--- src/rtl/pc_trace_unit.sv ---
// Cycle/PC trace tap: counts enabled cycles, samples the CPU PC every SAMPLE_PERIOD
// cycles into a small first-word-fall-through FIFO that drains over valid/ready.
module pc_trace_unit #(
  parameter int SAMPLE_PERIOD = 10,
  parameter int FIFO_DEPTH    = 4,
  parameter int CNT_W         = 32
) (
  input  logic                          clk,
  input  logic                          rst,
  input  logic                          en,
  input  logic [31:0]                   pc_in,
  output logic                          trace_valid,
  input  logic                          trace_ready,
  output logic [CNT_W-1:0]              trace_cycle,
  output logic [31:0]                   trace_pc,
  output logic [$clog2(FIFO_DEPTH):0]   fifo_level,
  output logic [15:0]                   drop_cnt
);

  localparam int AW = $clog2(FIFO_DEPTH);
  localparam int PW = (SAMPLE_PERIOD > 1) ? $clog2(SAMPLE_PERIOD) : 1;
  localparam logic [PW-1:0] LAST_PHASE = PW'(SAMPLE_PERIOD - 1);
  localparam logic [AW:0]   DEPTH      = (AW+1)'(FIFO_DEPTH);

  logic [CNT_W-1:0] cycle_reg;
  logic [CNT_W-1:0] cycle_next;
  logic [PW-1:0]    period_reg;
  logic [AW-1:0]    wr_ptr_reg;
  logic [AW-1:0]    rd_ptr_reg;
  logic [AW:0]      level_reg;
  logic [15:0]      drop_reg;

  logic [CNT_W-1:0] mem_cycle [FIFO_DEPTH];
  logic [31:0]      mem_pc    [FIFO_DEPTH];

  logic sample;
  logic full;
  logic pop;
  logic push;

  assign cycle_next = cycle_reg + CNT_W'(1);
  assign sample     = en && (period_reg == LAST_PHASE);
  assign full       = (level_reg == DEPTH);
  assign pop        = trace_valid && trace_ready;
  // A full FIFO still takes the sample when the head leaves on the same edge.
  assign push       = sample && (!full || pop);

  always_ff @(posedge clk) begin
    if (!rst) begin
      cycle_reg  <= '0;
      period_reg <= '0;
    end else if (en) begin
      cycle_reg  <= cycle_next;
      period_reg <= (period_reg == LAST_PHASE) ? '0 : period_reg + PW'(1);
    end
  end

  always_ff @(posedge clk) begin
    if (!rst) begin
      wr_ptr_reg <= '0;
      rd_ptr_reg <= '0;
      level_reg  <= '0;
      drop_reg   <= '0;
    end else begin
      if (push) begin
        wr_ptr_reg <= wr_ptr_reg + AW'(1);
      end
      if (pop) begin
        rd_ptr_reg <= rd_ptr_reg + AW'(1);
      end
      if (push && !pop) begin
        level_reg <= level_reg + (AW+1)'(1);
      end else if (pop && !push) begin
        level_reg <= level_reg - (AW+1)'(1);
      end
      if (sample && !push && (drop_reg != 16'hFFFF)) begin
        drop_reg <= drop_reg + 16'd1;
      end
    end
  end

  // Storage has no reset; stale slots are hidden by the level/pointer state.
  always_ff @(posedge clk) begin
    if (rst && push) begin
      mem_cycle[wr_ptr_reg] <= cycle_next;
      mem_pc[wr_ptr_reg]    <= pc_in;
    end
  end

  assign trace_valid = (level_reg != '0);
  assign trace_cycle = trace_valid ? mem_cycle[rd_ptr_reg] : '0;
  assign trace_pc    = trace_valid ? mem_pc[rd_ptr_reg] : '0;
  assign fifo_level  = level_reg;
  assign drop_cnt    = drop_reg;

endmodule

--- config.mk ---
export PLATFORM = sky130hd
export DESIGN_NAME = pc_trace_unit
export DESIGN_NICKNAME = d
export VERILOG_FILES = /design/src/rtl/pc_trace_unit.sv
export SDC_FILE = /design/constraint.sdc
export NUM_CORES = 1
export LEC_CHECK = 0
export ABC_AREA = 1
export CORE_UTILIZATION = 45
export CTS_BUF_LIST = sky130_fd_sc_hd__clkbuf_16
export CTS_CLUSTER_DIAMETER = 150
export DETAILED_ROUTE_END_ITERATION = 10
export PLACE_DENSITY = 0.65
export SLEW_MARGIN = 15
export SYNTH_ARGS = -nofsm -noshare
export SYNTH_HDL_FRONTEND = slang
export SYNTH_SLANG_ARGS = --single-unit
--- constraint.sdc ---
create_clock -name clk -period 5.43 [get_ports clk]
set_input_delay 0.8145 -clock clk [delete_from_list [all_inputs] [get_ports clk]]
set_output_delay 0.8145 -clock clk [all_outputs]
set_load 0.05 [all_outputs]
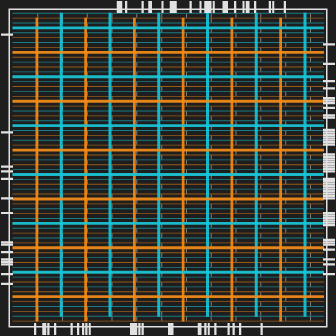
Figure 1: PDN straps and rails.
Pins as bars on the die edge. Tap cells in grey.
Key: VDD = cyan; VSS = orange
12 straps on met4. 64 met1 rails follow the rows. 12 straps on met5. The core has 63 rows. 120 signal pins sit on the boundary.
Peak supply drop: 232 uV
Chip Width: 176 um
die boundary height: 176 um

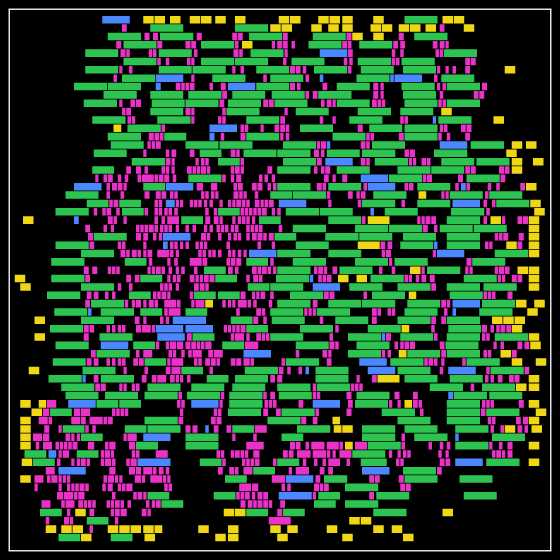
Figure 2: placed cells, one colour a class.
Key: clock drivers and dummy loads = blue [cells 60]; other buffers and delay cells = yellow [cells 134]; all other logic = magenta [cells 981]; flip-flops = green [cells 317]

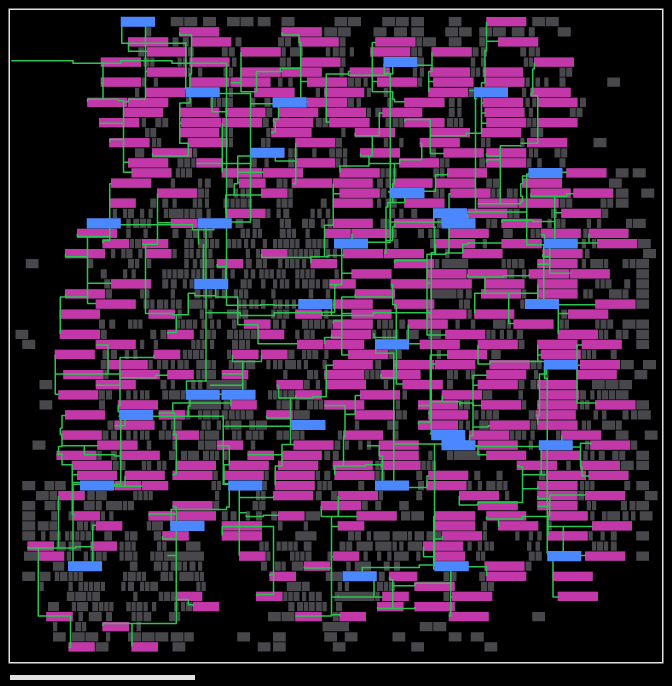
Figure 3: clock network drawn from the DEF.
Scale bar: 50 um.
Key: flip-flops = magenta [count 317]; cells driving clock nets = blue [count 34]; clock wires = green [length 3540 um]
Position of the flops: widely spread.

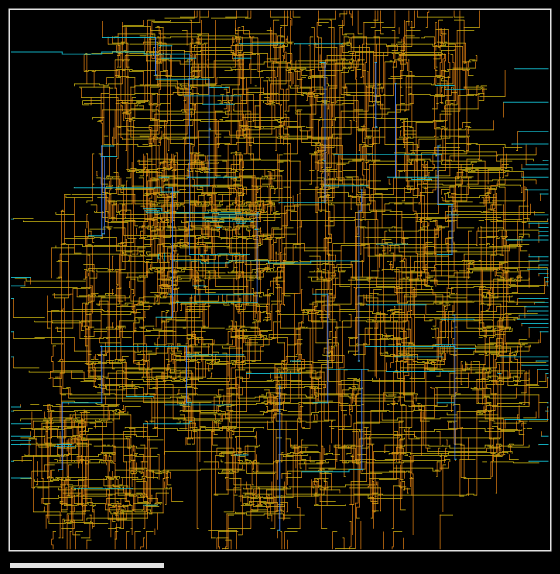
Figure 4: metal layers overlaid.
Scale bar: 50 um.
Key: met1 = yellow [wire length 13600 um]; met3 = cyan [wire length 1270 um]; met4 = blue [wire length 648 um]; met2 = orange [wire length 14500 um]

-- power by group through the flow --
stage,registers (uW),logic [uW],clock network (uW)
after global routing,2720,2480,2340
final,2710,2330,2210
after CTS,2710,2350,2250
after detailed placement,2770,2340,0
after global placement,2760,2330,0
after floorplan,2760,1560,0
-- layer usage --
metal / vias up / track usage / wire length (um)
li1: 4800 / - / -
met1: 4619 / 0.265 / 13600
met2: 219 / 0.340 / 14500
met3: 50 / 0.0253 / 1270
met4: 0 / 0.0591 / 647
met5: - / 0 / 0
-- how the worst max path moves through the flow --
stage	startpoint	end	slack (ps)	cells after the start
detailed placement	flip-flop	trace_pc[16]	1620	5
CTS	flip-flop	trace_pc[16]	1040	5
global route	flip-flop	trace_pc[16]	900	5
finish	flip-flop	trace_pc[16]	1090	5
floorplan	en	mem_cycle[0][0]	780	7
global placement	flip-flop	trace_cycle[27]	1710	6
-- stage by stage --
step           instance area, um^2  hold WS (ps)
2_1_floorplan                13600           436
3_3_place_gp                 15200           443
3_5_place_dp                 15200           455
4_1_cts                      16300           472
5_1_grt                      16300           497
6_report                     16300           470
-- critical path, delay by kind of cell, from the launching register on --
kind | cells | cell delay (ps)
buffers and inverters | 3 | 2030
flip-flops | 1 | 460
AND-OR/OR-AND | 2 | 500
-- synth_stat cells (all sizes together) --
library cell	count	area, um^2
nor2	338	1340
edfxtp	256	7690
nand2	187	744
o21ai	162	815
a21oi	117	608
inv	98	368
dfxtp	61	1220
nand3	42	210
clkbuf	33	124
buf	30	150
xor2	12	105
ha	7	87.6
nand4	7	43.8
xnor2	4	35.0
nor3	3	26.3
and2	2	12.5
clkinv	1	3.75
fa	1	20.0
==> reports/results.ini <==
[placed_design]
place_hpwl_mm = 17.9

[critical_path]
critical_path.reg2reg.endpoint = fifo_level[2]
critical_path.cell_chain = inv_2 > buf_4 > o21ai_0 > a21oi_1 > clkdlybuf4s50_1

[clock_network]
cts.clk_slew.worst_paths_ps = 60
postCtsHoldBufs = 0
cts.sink_count = 317
clock_insertion_delay_worst_skew_ps = 510

[cells_and_area]
final_cell_mix = sky130_fd_sc_hd__nor2_1 (319), sky130_fd_sc_hd__edfxtp_1 (256), sky130_fd_sc_hd__nand2_1 (174), sky130_fd_sc_hd__o21ai_0 (158), sky130_fd_sc_hd__clkdlybuf4s50_1 (119)
layout.nonclk_buf_frac = 0.0824
inverters_non_clock = 99
total_of_clock_buffers_placed_in_the_layout = 35
sequential_cell_area_um2 = 8910

[routing]
dr_total_vias = 9688
detail_route.iter0.violations = 692
via_per_inst = 5.15

[synthesis]
synthAdderAreaFrac = 0.00791
postSynthAreaPerCell_um2 = 10.0

[final_timing]
worst_slack_ps = 1090
fin_crit_sh = 0.799

[grt]
maximum_number_of_pins_on_one_net_before_global_route_repair = 94

[die]
well_tap_count = 390

[job]
stage_log_warning_count = 29

[min_path]
hp-start = rd_ptr_reg[1]
hold_path_depth = 2

[pwr]
power.clock.fraction = 0.305
share_seq_of_total_power = 0.375

[status]
status = completed

Power and IR drop assume default switching activity.
